File: config.mk
export PLATFORM = sky130hd
export DESIGN_NAME = des_key_sched_flat
export DESIGN_NICKNAME = d
export VERILOG_FILES = /design/src/rtl/des_key_sched_if.sv /design/src/rtl/des_key_sched.sv /design/src/flat_wrapper.sv
export SDC_FILE = /design/constraint.sdc
export NUM_CORES = 1
export LEC_CHECK = 0
export ABC_AREA = 1
export CAP_MARGIN = 20
export CORE_ASPECT_RATIO = 1.25
export CORE_MARGIN = 1.5
export CORE_UTILIZATION = 46
export CTS_BUF_LIST = sky130_fd_sc_hd__clkbuf_16
export CTS_CLUSTER_DIAMETER = 40
export DETAILED_ROUTE_END_ITERATION = 8
export GPL_ROUTABILITY_DRIVEN = 0
export PLACE_DENSITY = 0.78
export SKIP_CTS_REPAIR_TIMING = 1
export SLEW_MARGIN = 20
export SYNTH_ARGS = -nofsm -noshare
export SYNTH_HDL_FRONTEND = slang
export SYNTH_SLANG_ARGS = --single-unit
File: constraint.sdc
create_clock -name clk -period 2.2 [get_ports clk]
set_input_delay 0.44 -clock clk [delete_from_list [all_inputs] [get_ports clk]]
set_output_delay 0.44 -clock clk [all_outputs]
set_load 0.01 [all_outputs]
File: src/rtl/des_key_sched_if.sv
// rtl/des_key_sched_if.sv - key-in / subkey-out handshake bundle for des_key_sched
//
// Purpose: groups the key acceptance handshake, the subkey stream handshake
// and the status flags of the DES key scheduler into one interface.
// Signals:
//   key_valid    key_in and decrypt are valid (master -> slave)
//   key_ready    scheduler can accept a key (slave -> master)
//   key_in       64-bit DES key, key_in[63] is FIPS bit 1
//   decrypt      0 = emit K1..K16, 1 = emit K16..K1
//   subkey_valid subkey and subkey_round are valid (slave -> master)
//   subkey_ready consumer accepts the subkey (master -> slave)
//   subkey       48-bit PC-2 subkey, subkey[47] is FIPS bit 1
//   subkey_round 0-based index of the emitted subkey
//   done         pulses on the 16th subkey handshake
//   parity_err   key odd-parity violation flag
// Modports: master = key source / subkey consumer, slave = the scheduler.

interface des_key_sched_if;
    logic        key_valid;
    logic        key_ready;
    logic [63:0] key_in;
    logic        decrypt;
    logic        subkey_valid;
    logic        subkey_ready;
    logic [47:0] subkey;
    logic [3:0]  subkey_round;
    logic        done;
    logic        parity_err;

    modport master (
        output key_valid, key_in, decrypt, subkey_ready,
        input  key_ready, subkey_valid, subkey, subkey_round, done, parity_err
    );

    modport slave (
        input  key_valid, key_in, decrypt, subkey_ready,
        output key_ready, subkey_valid, subkey, subkey_round, done, parity_err
    );
endinterface

File: src/rtl/des_key_sched.sv
// rtl/des_key_sched.sv - sequential DES key schedule, one PC-2 subkey per beat
//
// Purpose: accepts a 64-bit key, applies PC-1, then walks the C/D halves
// through the 16 rounds and emits one registered 48-bit subkey per handshake.
// Encryption emits K1..K16 using left rotations, decryption emits K16..K1
// using right rotations.
// Parameters:
//   NO_BP  1 = subkey_ready ignored and treated as always 1
// Optional feature (macro DES_KEY_PARITY_CHK_EN): when defined, parity_err
// is set on key accept if any key byte has even parity; when undefined,
// parity_err is tied to 0.
// Ports:
//   clk  rising-edge clock
//   rst  asynchronous active-high reset
//   bus  des_key_sched_if.slave: key handshake, subkey handshake, done,
//        parity_err

module des_key_sched #(
    parameter bit NO_BP = 1'b0
) (
    input  logic            clk,
    input  logic            rst,
    des_key_sched_if.slave  bus
);

    // FIPS PC-1 and PC-2 selection tables, 1-based bit numbers
    localparam int PC1_TAB [56] = '{
        57, 49, 41, 33, 25, 17,  9,  1, 58, 50, 42, 34, 26, 18,
        10,  2, 59, 51, 43, 35, 27, 19, 11,  3, 60, 52, 44, 36,
        63, 55, 47, 39, 31, 23, 15,  7, 62, 54, 46, 38, 30, 22,
        14,  6, 61, 53, 45, 37, 29, 21, 13,  5, 28, 20, 12,  4
    };

    localparam int PC2_TAB [48] = '{
        14, 17, 11, 24,  1,  5,  3, 28, 15,  6, 21, 10,
        23, 19, 12,  4, 26,  8, 16,  7, 27, 20, 13,  2,
        41, 52, 31, 37, 47, 55, 30, 40, 51, 45, 33, 48,
        44, 49, 39, 56, 34, 53, 46, 42, 50, 36, 29, 32
    };

    typedef enum logic {
        IDLE = 1'b0,
        RUN  = 1'b1
    } state_t;

    // cd[55] holds FIPS C bit 1; C = cd[55:28], D = cd[27:0]
    function automatic logic [55:0] pc1(input logic [63:0] k);
        logic [55:0] cd;
        cd = '0;
        for (int i = 0; i < 56; i++) begin
            cd[6'(55 - i)] = k[6'(64 - PC1_TAB[i])];
        end
        return cd;
    endfunction

    function automatic logic [47:0] pc2(input logic [55:0] cd);
        logic [47:0] sk;
        sk = '0;
        for (int i = 0; i < 48; i++) begin
            sk[6'(47 - i)] = cd[6'(56 - PC2_TAB[i])];
        end
        return sk;
    endfunction

    // Rounds 1, 2, 9 and 16 shift by one, all others by two
    function automatic logic shift_two(input logic [4:0] r);
        return !(r == 5'd1 || r == 5'd2 || r == 5'd9 || r == 5'd16);
    endfunction

    // Rotation toward FIPS bit 1 (the MSB of each 28-bit half)
    function automatic logic [27:0] rotl28(input logic [27:0] x, input logic two);
        return two ? {x[25:0], x[27:26]} : {x[26:0], x[27]};
    endfunction

    function automatic logic [27:0] rotr28(input logic [27:0] x, input logic two);
        return two ? {x[1:0], x[27:2]} : {x[0], x[27:1]};
    endfunction

    state_t      state;
    state_t      state_nxt;
    logic [27:0] c_q;
    logic [27:0] d_q;
    logic [27:0] c_nxt;
    logic [27:0] d_nxt;
    logic        dir_q;
    logic [4:0]  n_q;
    logic        key_ready_q;
    logic        subkey_valid_q;
    logic [47:0] subkey_q;
    logic [3:0]  round_q;
    logic        accept;
    logic        hs;
    logic        last_beat;
    logic        load;
    logic        two;
    logic [55:0] cd0;

    always_comb begin
        state_nxt = state;
        accept    = 1'b0;
        hs        = 1'b0;
        last_beat = 1'b0;
        load      = 1'b0;
        c_nxt     = c_q;
        d_nxt     = d_q;
        two       = 1'b0;
        cd0       = pc1(bus.key_in);
        case (state)
            IDLE: begin
                if (bus.key_valid && key_ready_q) begin
                    accept    = 1'b1;
                    load      = 1'b1;
                    state_nxt = RUN;
                    // Decrypt starts from C0/D0 since C16 == C0
                    if (bus.decrypt) begin
                        c_nxt = cd0[55:28];
                        d_nxt = cd0[27:0];
                    end else begin
                        c_nxt = rotl28(cd0[55:28], 1'b0);
                        d_nxt = rotl28(cd0[27:0], 1'b0);
                    end
                end
            end
            RUN: begin
                hs = subkey_valid_q && (bus.subkey_ready || NO_BP);
                if (hs) begin
                    if (n_q == 5'd16) begin
                        last_beat = 1'b1;
                        state_nxt = IDLE;
                    end else begin
                        load = 1'b1;
                        // Next beat n+1: encrypt undoes nothing, it applies
                        // s(n+1); decrypt undoes s(17-n)
                        if (dir_q) begin
                            two   = shift_two(5'd17 - n_q);
                            c_nxt = rotr28(c_q, two);
                            d_nxt = rotr28(d_q, two);
                        end else begin
                            two   = shift_two(n_q + 5'd1);
                            c_nxt = rotl28(c_q, two);
                            d_nxt = rotl28(d_q, two);
                        end
                    end
                end
            end
            default: state_nxt = IDLE;
        endcase
    end

    always_ff @(posedge clk or posedge rst) begin
        if (rst) begin
            state          <= IDLE;
            key_ready_q    <= 1'b0;
            subkey_valid_q <= 1'b0;
            c_q            <= '0;
            d_q            <= '0;
            dir_q          <= 1'b0;
            n_q            <= '0;
            subkey_q       <= '0;
            round_q        <= '0;
        end else begin
            state          <= state_nxt;
            key_ready_q    <= (state_nxt == IDLE);
            subkey_valid_q <= (state_nxt == RUN);
            if (load) begin
                c_q      <= c_nxt;
                d_q      <= d_nxt;
                subkey_q <= pc2({c_nxt, d_nxt});
            end
            if (accept) begin
                dir_q   <= bus.decrypt;
                n_q     <= 5'd1;
                round_q <= bus.decrypt ? 4'd15 : 4'd0;
            end else if (load) begin
                n_q     <= n_q + 5'd1;
                round_q <= dir_q ? round_q - 4'd1 : round_q + 4'd1;
            end
        end
    end

`ifdef DES_KEY_PARITY_CHK_EN
    // A byte is in error when its XOR over all eight bits is 0 (even parity)
    function automatic logic parity_bad(input logic [63:0] k);
        logic bad;
        bad = 1'b0;
        for (int b = 0; b < 8; b++) begin
            bad = bad | ~(^k[b*8 +: 8]);
        end
        return bad;
    endfunction

    logic parity_err_q;

    always_ff @(posedge clk or posedge rst) begin
        if (rst) begin
            parity_err_q <= 1'b0;
        end else if (accept) begin
            parity_err_q <= parity_bad(bus.key_in);
        end
    end

    assign bus.parity_err = parity_err_q;
`else
    assign bus.parity_err = 1'b0;
`endif

    assign bus.key_ready    = key_ready_q;
    assign bus.subkey_valid = subkey_valid_q;
    assign bus.subkey       = subkey_q;
    assign bus.subkey_round = round_q;
    assign bus.done         = last_beat;

endmodule

File: src/flat_wrapper.sv
// flat-port wrapper written by rule: the top's interface ports become plain ports
module des_key_sched_flat 
#(
    parameter bit NO_BP = 1'b0
)
  (clk, rst, bus_key_valid, bus_key_in, bus_decrypt, bus_subkey_ready, bus_key_ready, bus_subkey_valid, bus_subkey, bus_subkey_round, bus_done, bus_parity_err);
  des_key_sched_if bus_i ();
  input  logic clk;
  input  logic rst;
  input wire logic [$bits(bus_i.key_valid)-1:0] bus_key_valid;
  input wire logic [$bits(bus_i.key_in)-1:0] bus_key_in;
  input wire logic [$bits(bus_i.decrypt)-1:0] bus_decrypt;
  input wire logic [$bits(bus_i.subkey_ready)-1:0] bus_subkey_ready;
  output wire logic [$bits(bus_i.key_ready)-1:0] bus_key_ready;
  output wire logic [$bits(bus_i.subkey_valid)-1:0] bus_subkey_valid;
  output wire logic [$bits(bus_i.subkey)-1:0] bus_subkey;
  output wire logic [$bits(bus_i.subkey_round)-1:0] bus_subkey_round;
  output wire logic [$bits(bus_i.done)-1:0] bus_done;
  output wire logic [$bits(bus_i.parity_err)-1:0] bus_parity_err;
  assign bus_i.key_valid = bus_key_valid;
  assign bus_i.key_in = bus_key_in;
  assign bus_i.decrypt = bus_decrypt;
  assign bus_i.subkey_ready = bus_subkey_ready;
  assign bus_key_ready = bus_i.key_ready;
  assign bus_subkey_valid = bus_i.subkey_valid;
  assign bus_subkey = bus_i.subkey;
  assign bus_subkey_round = bus_i.subkey_round;
  assign bus_done = bus_i.done;
  assign bus_parity_err = bus_i.parity_err;
  des_key_sched #(.NO_BP(NO_BP)) u_core (.clk(clk), .rst(rst), .bus(bus_i));
endmodule
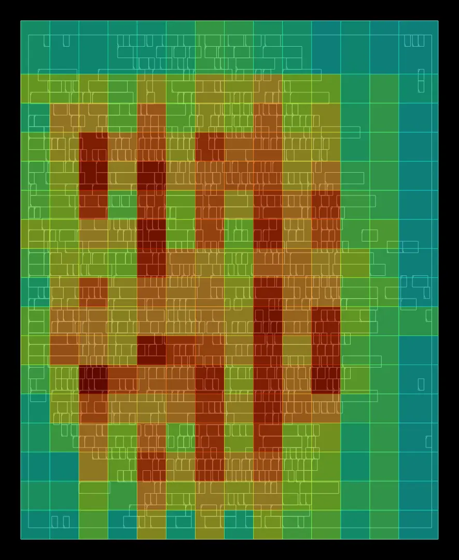
Run 1: routing congestion map
routing usage on met1: 30.82%
met2 Usage GRT: 37.50%
Final Util: 53.88%

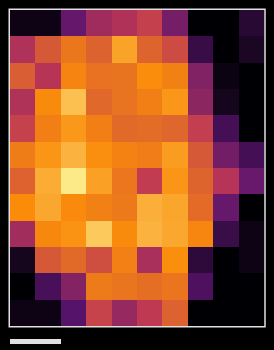
Run 1: placement density heat map
Scale bar: 20 um. The die is cut into 10 by 12 equal tiles; black is low, pale yellow is high, 0 to 100% covered.
mean over tiles: 48%
fullest tile: 95%
tiles over 75% full: 18%
emptiest ninth of the die: upper right
nearly empty tiles: 12%
FP Core Util: 47.39%
core area: 11190 um^2

==> GITHUB_STEP_SUMMARY, run 1 <==
### Metrics collected by this job

| Metric | Value |
|---|---|
| Outcome | completed |
| Vias in the first global route | 4773 |
| Adder Area Share | ~2.3% |
| CTS sink cnt | 68 |
| Final std cells w/o fill | 944 |
| Critical Setup Path Class | flip-flop to flip-flop |
| IO Pins | 125 |
| Final setup TNS | 0 ps |
| Hold Vio Cnt, Final | 0 |
| Setup crit end | u_core.d_q[16] |
| M1 wire length | 5784 um |
| Clock power share | about an eighth |
| Top post-synthesis cells by area | dfrtp_1 (32%), nand3_1 (24%), nand2_1 (21%) |
| # Taps | 135 |
| Comb power frac | 62.5% |
| Area after DPL | 5690 um^2 |
| CP Cell Sequence | buf_4 > ha_2 > nand3_1 > nand2_1 > nand2_1 > nand2_1 > nand2_4 > nand2_2 > buf_12 > nand2_1 > nand3_1 > nand3_1 > nand3_1 |
| Clock Buffer Count | 9 |
| Flip-flops | a little under 70 |
| Post-layout min period | 2044 ps |
| Non-clk bufs | 77 |
| Fmax | 489.2 MHz |
| Synth top area share | 32.08% |
| Largest net degree at the start of global routing | 60 |
| Crit-path max FO | 28 |
| Total gr overflow | 0 |
| CP max stage delay | 370 ps |
| Clock group power | 0.00140 W |
| DR DRC count | 0 |
| Synth unique cells | 25 |
| Chip area in the Yosys report | roughly 5300 um^2 |
| Switching share of power | between 50% and 60% |
| Setup ws final | between 150 and 200 ps |
| Mux cell area share after synthesis | 0% |
| Worst-Margin Slew | 637.8 ps |
| Yosys simple share | 46.24% |
| CP top delay family | simple AND/OR/NAND/NOR gates |
| R2R cell count | 13 |
| Highest-power group | combinational logic |
| Post-synth top cells | nand2_1 (296), nand3_1 (250), dfrtp_1 (68) |
| Sequential cell area share | ~28% |
| XOR/XNOR Fraction of Synth Area | less than 1% |
| First DRT Iteration DRCs | 597 |
| Crit path buffers/inverters | 2 |
| Hold WS | between 400 and 500 ps |
| OpenROAD warning count | 78 |
| Worst slack at placement | ~84 ps |
| Rows | 43 |
| Critical Path AT | between 2000 and 2500 ps |
| Asr flop ratio synth | 100.0% |
| TritonRoute pass-1 iters | 6 |
| Clk tree area frac | 4.690% |
| Final setup skew | 6.877 ps |
| Synth-to-Final Area Change | 13.68% |
| Sequential power | 0.00268 W |
| Crit. End Element | flip-flop |
| Clock root cell | clkbuf_16 |
| MaxCap Viol Count | 0 |
| Post-Syn Area | 5304 um^2 |
| Commonest Layout Cell | nand2_1 |
| Unrepaired setup endpoints after global routing | false |
| Critical path depth in cells | 13 |
| ANT nets after route | 0 |
| Avg Synthesized Cell Area | 6.630 um^2 |
| Dominant register cell | dfrtp_1 |
| Final-layout fill cell count | 1083 |
| Layout cell share with drive strength beyond 1 | 6.675% |
| Slew headroom | about 57% |
| Seq pwr share | 24.6% |
| First-pass GRT wire length | around 23000 um |
| Comb gate area | around 3000 um^2 |
| Vias | 5404 |
| Final Power | 0.01090 W |
| Final slew viol count | 0 |
| CP max-delay cell | dfrtp_1 |
| Clock transition at the registers of the reported paths | 60 ps |
| Hold Crit Class | input port to async pin |
| PD cells | roughly 1800 nW/um^2 |
| CP startpoint kind | flip-flop |
| Metal3 WL | 1099 um |
| Placed insts | 927 |
| Max Root-Sink Buffers | 2 |
| Area fraction in compound gates | 3.279% |
| Initial antenna violation count | 0 |
| Routed length on met2 | 6785 um |
| Comb/total area | 48.50% |
| Multi-In Gates | 627 |
| Invs w/o clock | 21 |
| CTS buffer count | 9 |
| Wirelength, routed | 13990 um |
| PortBufs | 53 |
| Reg2reg end | u_core.d_q[16] |
| Dominant kind of combinational cell | simple AND/OR/NAND/NOR gates |
| Tcrit/Tclk final | 92.92% |
| Design area | 6030 um^2 |
| Flop2flop setup slack | 160 ps |
| Synth top cell by count | nand2_1 |
| Routed WL per cell | 14.82 um |
| Cell internal pwr | 0.005389 W |
| Antenna cells | 0 |
| Non-clock buffering overhead | 14.46% |
| Chip Area | between 10000 and 15000 um^2 |
| Nets | 882 |
| Highest metal used | met4 |
| Startpoint of the worst register-to-register path | u_core.n_q[0] |
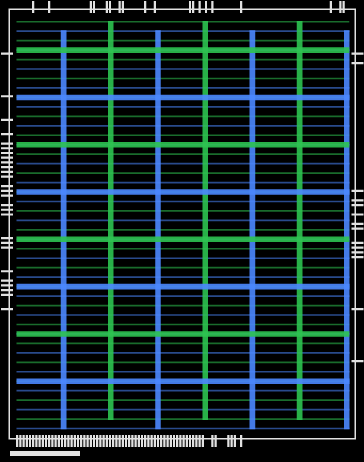
Run 1: supply network
Scale bar: 20 um. Pins as bars on the die edge.
| color | net |
|---|---|
| blue | VSS |
| green | VDD |
signal pins: 125
rows: 43
met4 straps: 7
met1 rails: 44
met5 straps: 8
Worst VDD drop: 1.244 mV
die height: 123.1 um
Die X-Extent: 99.04 um

[run 1: cells by family after synthesis]
| logic type | count (synthesis) |
|---|---|
| and+or+nand+nor | 563 |
| buffers and inverters | 127 |
| DFF | 68 |
| AOI/OAI and AO/OA | 27 |
| adders and majority gates | 9 |
| xor gates and xnor gates | 5 |
| other | 1 |
[run 1: state kept, by name, indices dropped and copies added, names as in the netlist]
| register | cells |
|---|---|
| u_core.c_q | 28 |
| u_core.d_q | 27 |
| u_core.bus.key_ready | 1 |
| u_core.n_q | 5 |
| u_core.state | 1 |
| u_core.dir_q | 1 |
| u_core.bus.subkey_round | 4 |
| u_core.bus.subkey | 1 |
[run 1: layer usage]
metal	vias up	GRT usage, %
li1	2590	-
met1	2523	30.82
met2	263	37.50
met3	28	3.448
met4	0	11.07
met5	-	0
Run 1, port wiring:
Scale bar: 20 um.
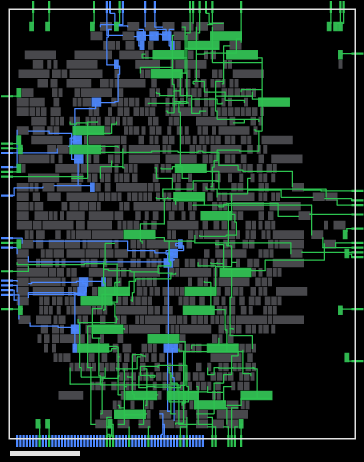

==> run 1 -> run 2 <==
--- a/config.mk
+++ b/config.mk
@@ -15,8 +15,9 @@
 export DETAILED_ROUTE_END_ITERATION = 8
 export GPL_ROUTABILITY_DRIVEN = 0
 export PLACE_DENSITY = 0.78
+export REMOVE_ABC_BUFFERS = 1
 export SKIP_CTS_REPAIR_TIMING = 1
-export SLEW_MARGIN = 20
+export SLEW_MARGIN = 25
 export SYNTH_ARGS = -nofsm -noshare
 export SYNTH_HDL_FRONTEND = slang
 export SYNTH_SLANG_ARGS = --single-unit
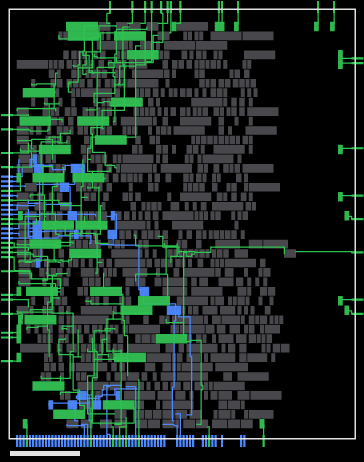
Run 2: port wiring
Scale bar: 20 um.
| color | port | bits | direction | edge | end cells | buffers | wire |
|---|---|---|---|---|---|---|---|
| green | bus_subkey | 48 | output | 19 left, 13 top, 8 bottom, 8 right | 48 | 26 | 1650 um |
| blue | bus_key_in | 64 | input | 54 bottom, 10 left | 20 | 16 | 472 um |

==> run 2 against run 1 <==
Maximum frequency is 2.8% higher. Sequential cell count stayed put. Register-to-register slack better by 60 ps. Non-clock buffer count increased by 3. Final area is 0.66% lower. Clock power is essentially flat. Sequential share of layout area rose by 0.21 points. Power decreased by 0.13%. Routed wire length is 3.3% lower. Critical endpoint is now u_core.d_q[9]. Clock skew increased by 1.8 ps. Combinational power grew 0.7%.
==> GITHUB_STEP_SUMMARY, run 2 <==
### Metrics collected by this job

| Metric | Value |
|---|---|
| Synth-to-Final Area Change | 12.93% |
| Chip Area | 12190 um^2 (unchanged) |
| Outcome | completed |
| # Taps | 135 (unchanged) |
| Multi-In Gates | 627 (unchanged) |
| M1 wire length | 5874 um (+1.6%) |
| Seq pwr share | 24.1% (-0.5 points) |
| CP max-delay cell | dfrtp_1 |
| CTS sink cnt | 68 (unchanged) |
| Non-clock buffering overhead | 14.02% (-0.45 points) |
| Highest-power group | combinational logic |
| Clock root cell | clkbuf_16 |
| Hold Crit Class | input port to async pin |
| Core area | 11190 um^2 (unchanged) |
| Comb/total area | 48.76% (+0.26 points) |
| Avg Synthesized Cell Area | 6.630 um^2 (unchanged) |
| Hold WS | 484.4 ps (+55.56 ps) |
| Mux cell area share after synthesis | 0% (unchanged) |
| Hold Vio Cnt, Final | 0 (unchanged) |
| Vias | 5356 (-0.89%) |
| Comb power frac | 63.0% (+0.5 points) |
| CP top delay family | simple AND/OR/NAND/NOR gates |
| PD cells | 1817 nW/um^2 (+0.53%) |
| Post-Syn Area | 5304 um^2 (unchanged) |
| Routed length on met2 | 6708 um (-1.1%) |
| Synth top cell by count | nand2_1 |
| Routing usage on met1 | 29.23% (-1.6 points) |
| Post-synth top cells | nand2_1 (296), nand3_1 (250), dfrtp_1 (68) |
| Crit path buffers/inverters | 2 (unchanged) |
| Most flop-heavy register | u_core.c_q |
| Final Util | 53.52% (-0.36 points) |
| Fmax | 502.9 MHz (+2.8%) |
| Total gr overflow | 0 (unchanged) |
| Met3 usage | 3.731% (+0.28 points) |
| Switching share of power | 50.16% (-0.39 points) |
| CP Cell Sequence | buf_4 > ha_2 > nand3_1 > nand2_1 > nand2_1 > nor2_2 > nor2_4 > nand2_2 > buf_12 > nand2_1 > nand3_1 > nand3_1 > nand3_1 |
| Sequential power | 0.00263 W (-2%) |
| Max reg flops | 28 (unchanged) |
| Clk tree area frac | 4.638% (-0.052 points) |
| XOR/XNOR Fraction of Synth Area | 0.8257% (unchanged) |
| Die height | 123.1 um (unchanged) |
| CTS buffer count | 9 (unchanged) |
| Rows | 43 (unchanged) |
| Highest metal used | met4 |
| Antenna cells | 0 (unchanged) |
| First DRT Iteration DRCs | 494 (-17%) |
| Clock power share | 12.8% (about the same) |
| Post-layout min period | 1988 ps (-55.89 ps) |
| Clock Buffer Count | 9 (unchanged) |
| Comb gate area | 2920 um^2 (-0.13%) |
| Crit-path max FO | 43 (+54%) |
| OpenROAD warning count | 77 (-1.3%) |
| Final-layout fill cell count | 1109 (+2.4%) |
| Adder Area Share | 2.265% (unchanged) |
| Area after DPL | 5685 um^2 (about the same) |
| Invs w/o clock | 21 (unchanged) |
| Asr flop ratio synth | 100.0% (unchanged) |
| Commonest Layout Cell | nand2_1 |
| Cell internal pwr | 0.005424 W (+0.65%) |
| Layout cell share with drive strength beyond 1 | 6.650% (-0.025 points) |
| Flip-flops | 68 (unchanged) |
| Sequential cell area share | 28.45% (+0.21 points) |
| Worst-Margin Slew | 643.1 ps (+5.272 ps) |
| Design area | 5989 um^2 (-0.66%) |
| Worst slack at placement | 76.30 ps (-7.666 ps) |
| Vias in the first global route | 4867 (+2.0%) |
| Final std cells w/o fill | 947 (+0.32%) |
| Final setup skew | 8.680 ps (+1.803 ps) |
| Setup ws final | 211.7 ps (+55.89 ps) |
| Final Power | 0.01088 W (-0.13%) |
| Critical Path AT | 2200 ps (-70 ps) |
| Chip area in the Yosys report | 5304 um^2 (unchanged) |
[run 2: path summary, 6_finish.rpt]
| kind | start | to | slack (ps) | cells past startpoint |
|---|---|---|---|---|
| worst max-delay path | u_core.n_q[0] | u_core.d_q[9] | 210 | 13 |
| worst min-delay path | rst | u_core.n_q[2] | 480 | 3 |
| worst max register to register | u_core.n_q[0] | u_core.d_q[9] | 210 | 13 |
| worst min register to register | u_core.bus.subkey_round[2] | u_core.bus.subkey_round[2] | 540 | 2 |
| max in group asynchronous | rst | u_core.c_q[22] | 1380 | 3 |
| min in group clk | u_core.bus.subkey_round[2] | u_core.bus.subkey_round[2] | 540 | 2 |
[run 2: worst min-delay path, cell delays in order]
cell and delay (ps):
clkdlybuf4s50_1 410, inv_2 70, buf_12 310
Run 2, placement density heat map:
Scale bar: 20 um. The die is cut into 10 by 12 equal tiles; black is low, pale yellow is high, 0 to 100% covered.
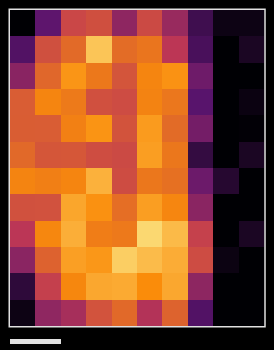

==> run 2 -> run 3 <==
--- a/config.mk
+++ b/config.mk
@@ -6,15 +6,15 @@
 export NUM_CORES = 1
 export LEC_CHECK = 0
 export ABC_AREA = 1
+export ABC_CLOCK_PERIOD_IN_PS = 2200
 export CAP_MARGIN = 20
 export CORE_ASPECT_RATIO = 1.25
 export CORE_MARGIN = 1.5
-export CORE_UTILIZATION = 46
+export CORE_UTILIZATION = 37
 export CTS_BUF_LIST = sky130_fd_sc_hd__clkbuf_16
 export CTS_CLUSTER_DIAMETER = 40
 export DETAILED_ROUTE_END_ITERATION = 8
 export GPL_ROUTABILITY_DRIVEN = 0
-export PLACE_DENSITY = 0.78
 export REMOVE_ABC_BUFFERS = 1
 export SKIP_CTS_REPAIR_TIMING = 1
 export SLEW_MARGIN = 25
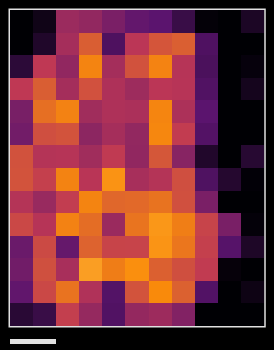
Run 3: placement density heat map
Scale bar: 20 um. The die is cut into 11 by 14 equal tiles; black is low, pale yellow is high, 0 to 100% covered.
fullest tile: 79%
tiles over 75% full: 3.2%
nearly empty tiles: 16%

==> run 3 against run 2 <==
First-iteration DRC count shrank 15%. Die area grew 24%. Non-clock buffer count grew 2. Cell count grew 4.4%. Core utilization shrank 10 points. Routed wire length grew 4.6%. Critical path depth shrank 5. Count of clock-buffer cells in the layout is the same. Power shrank 0.96%. Critical endpoint is now bus_done. Highest routed layer unchanged.
==> GITHUB_STEP_SUMMARY, run 3 <==
### Metrics collected by this job

| Metric | Value |
|---|---|
| IO Pins | roughly 130 |
| Worst-Margin Slew | 600.3 ps (-42.80 ps) |
| CP top delay family | buffers and inverters |
| Unrepaired setup endpoints after global routing | false |
| Non-clock buffering overhead | 14.40% (+0.38 points) |
| OpenROAD warning count | 77 (unchanged) |
| Placed insts | 973 |
| Hold Crit Class | input port to async pin |
| CTS buffer count | 9 (unchanged) |
| Final Util | 43.34% (-10 points) |
| TritonRoute pass-1 iters | 4 |
| Clock power share | 11.7% (-1.1 points) |
| Synth unique cells | 25 |
| Multi-In Gates | 627 (unchanged) |
| CTS sink cnt | 68 (unchanged) |
| Sequential cell area share | 28.20% (-0.25 points) |
| Clock Buffer Count | 9 (unchanged) |
| Highest metal used | met4 |
| Routed WL per cell | around 14 um |
| Crit. End Element | output pin |
| R2R cell count | 11 (-2) |
| Reg2reg end | u_core.c_q[1] |
| Asr flop ratio synth | 100.0% (unchanged) |
| Clk tree area frac | 4.206% (-0.43 points) |
| Chip Area | 15070 um^2 (+24%) |
| Outcome | completed |
| Critical path depth in cells | 8 (-5) |
| Met3 usage | 3.048% (-0.68 points) |
| Setup crit end | bus_done |
| Commonest Layout Cell | nand2_1 |
| Latency at later pin | around 340 ps |
| Combinational power | just under 0.007 W |
| Crit path buffers/inverters | 5 (+3) |
| Crit-path most repeated cell | inv_1 |
| Comb/total area | 48.26% (-0.50 points) |
| CP max stage delay | roughly 380 ps |
| Nets | between 800 and 900 |
| Post-synth top cells | nand2_1 (296), nand3_1 (250), dfrtp_1 (68) |
| Highest-power group | combinational logic |
| Flop2flop setup slack | 160 ps (-50 ps) |
| Hold Vio Cnt, Final | 0 (unchanged) |
| Register area | 1703 um^2 |
| First DRT Iteration DRCs | 422 (-15%) |
| TritonCTS clock tree | built |
| Invs w/o clock | 21 (unchanged) |
| Chip area in the Yosys report | 5304 um^2 (unchanged) |
| M1 wire length | 6207 um (+5.7%) |
| Seq pwr share | 24.6% (+0.5 points) |
| Post-synth EDFFs | 0 |
| # Taps | 175 (+30%) |
| CP Cell Sequence | inv_1 > ha_1 > inv_1 > nor3_2 > buf_4 > inv_1 > nor2_1 > dlymetal6s2s_1 |
| Sequential power | 0.00265 W (about the same) |
| Max reg flops | 28 (unchanged) |
| Switching share of power | 50.66% (+0.50 points) |
| Most flop-heavy register | u_core.c_q |
| Clock root cell | clkbuf_16 |
| PortBufs | around 53 |
| ANT nets after route | 0 |
| Core area | 13930 um^2 (+25%) |
| Initial antenna violation count | 0 |
| Worst slack at placement | 69.08 ps (-7.220 ps) |
| Setup ws final | 143.2 ps (-68.48 ps) |
| Flip-flops | 68 (unchanged) |
| Dominant register cell | dfrtp_1 |
| #FFs+latches synth | 68 |
| Total gr overflow | 0 (unchanged) |
| Vias | 5193 (-3.0%) |
| Dominant logic cell types in the final layout | nand2_1 (292), nand3_1 (250), dfrtp_1 (67) |
| Synth-to-Final Area Change | 13.85% |
| Layout cell share with drive strength beyond 1 | 7.002% (+0.35 points) |
| Vias in the first global route | 4964 (+2.0%) |
| Final setup fails | 0 |
| Crit-path max FO | 2 (-95%) |
| Die height | 136.9 um (+11%) |
| # H-tree levels | 3 |
| Largest net degree at the start of global routing | ~69 |
| Post-layout min period | 2057 ps (+68.48 ps) |
| Top cell category | logic gates |
| Routed length on met2 | 6991 um (+4.2%) |
| Critical Path AT | 1620 ps (-580 ps) |
| CP max-delay cell | dfrtp_1 |
| Comb power frac | 63.7% (+0.7 points) |
| Cell internal pwr | 0.005318 W (-2.0%) |
| Fmax | 486.2 MHz (-3.3%) |
| Avg Synthesized Cell Area | 6.630 um^2 (unchanged) |
| Final setup skew | 5.500 ps (-3.181 ps) |
| Startpoint of the worst register-to-register path | u_core.n_q[0] |
| Routing usage on met1 | 26.12% (-3.1 points) |
| Final-layout fill cell count | 1504 (+36%) |
| Final std cells w/o fill | 989 (+4.4%) |
| Antenna cells | 0 (unchanged) |
| Synth top cell by count | nand2_1 |
| Final setup TNS | 0 ps |
| Yosys cell count | around 800 |
| PD cells | 1785 nW/um^2 (-1.8%) |
| Comb gate area | 2914 um^2 (-0.21%) |
| Post-Syn Area | 5304 um^2 (unchanged) |
| Rows | 48 (+12%) |
| CP Launch Point | u_core.n_q[0] |
| Leakage | about 2.8 nW |
## run 3: cell count changes in the layout (fill, tap and decap cells not counted), sizes merged
cell | before | now
buf | 27 | 29
bufinv | 1 | 0
inv | 23 | 24
## run 3: logic make-up (layout without fill, tap and decap cells)
group	after synthesis	in the layout	share of synthesized area, %
AOI/OAI and AO/OA	27	27	3.279
xor gates and xnor gates	5	5	0.8256
buffers and inverters	127	119	15.24
DFF	68	68	32.08
adders and majority gates	9	9	2.265
and+or+nand+nor	563	563	46.24
other	1	23	0.07070
## run 3: per-stage QoR
step                      instance area, um^2  hold WS (ps)  total power [W]
after CTS                                6005         514.5          0.01074
after floorplan                          4657         513.8         0.006791
after global routing                     6038         564.0          0.01180
final                                    6038         487.0          0.01078
after detailed placement                 5751         535.4         0.009441
after global placement                   5751         526.4         0.009398
Power figures rest on the tool's default switching activity, not on a simulated workload.
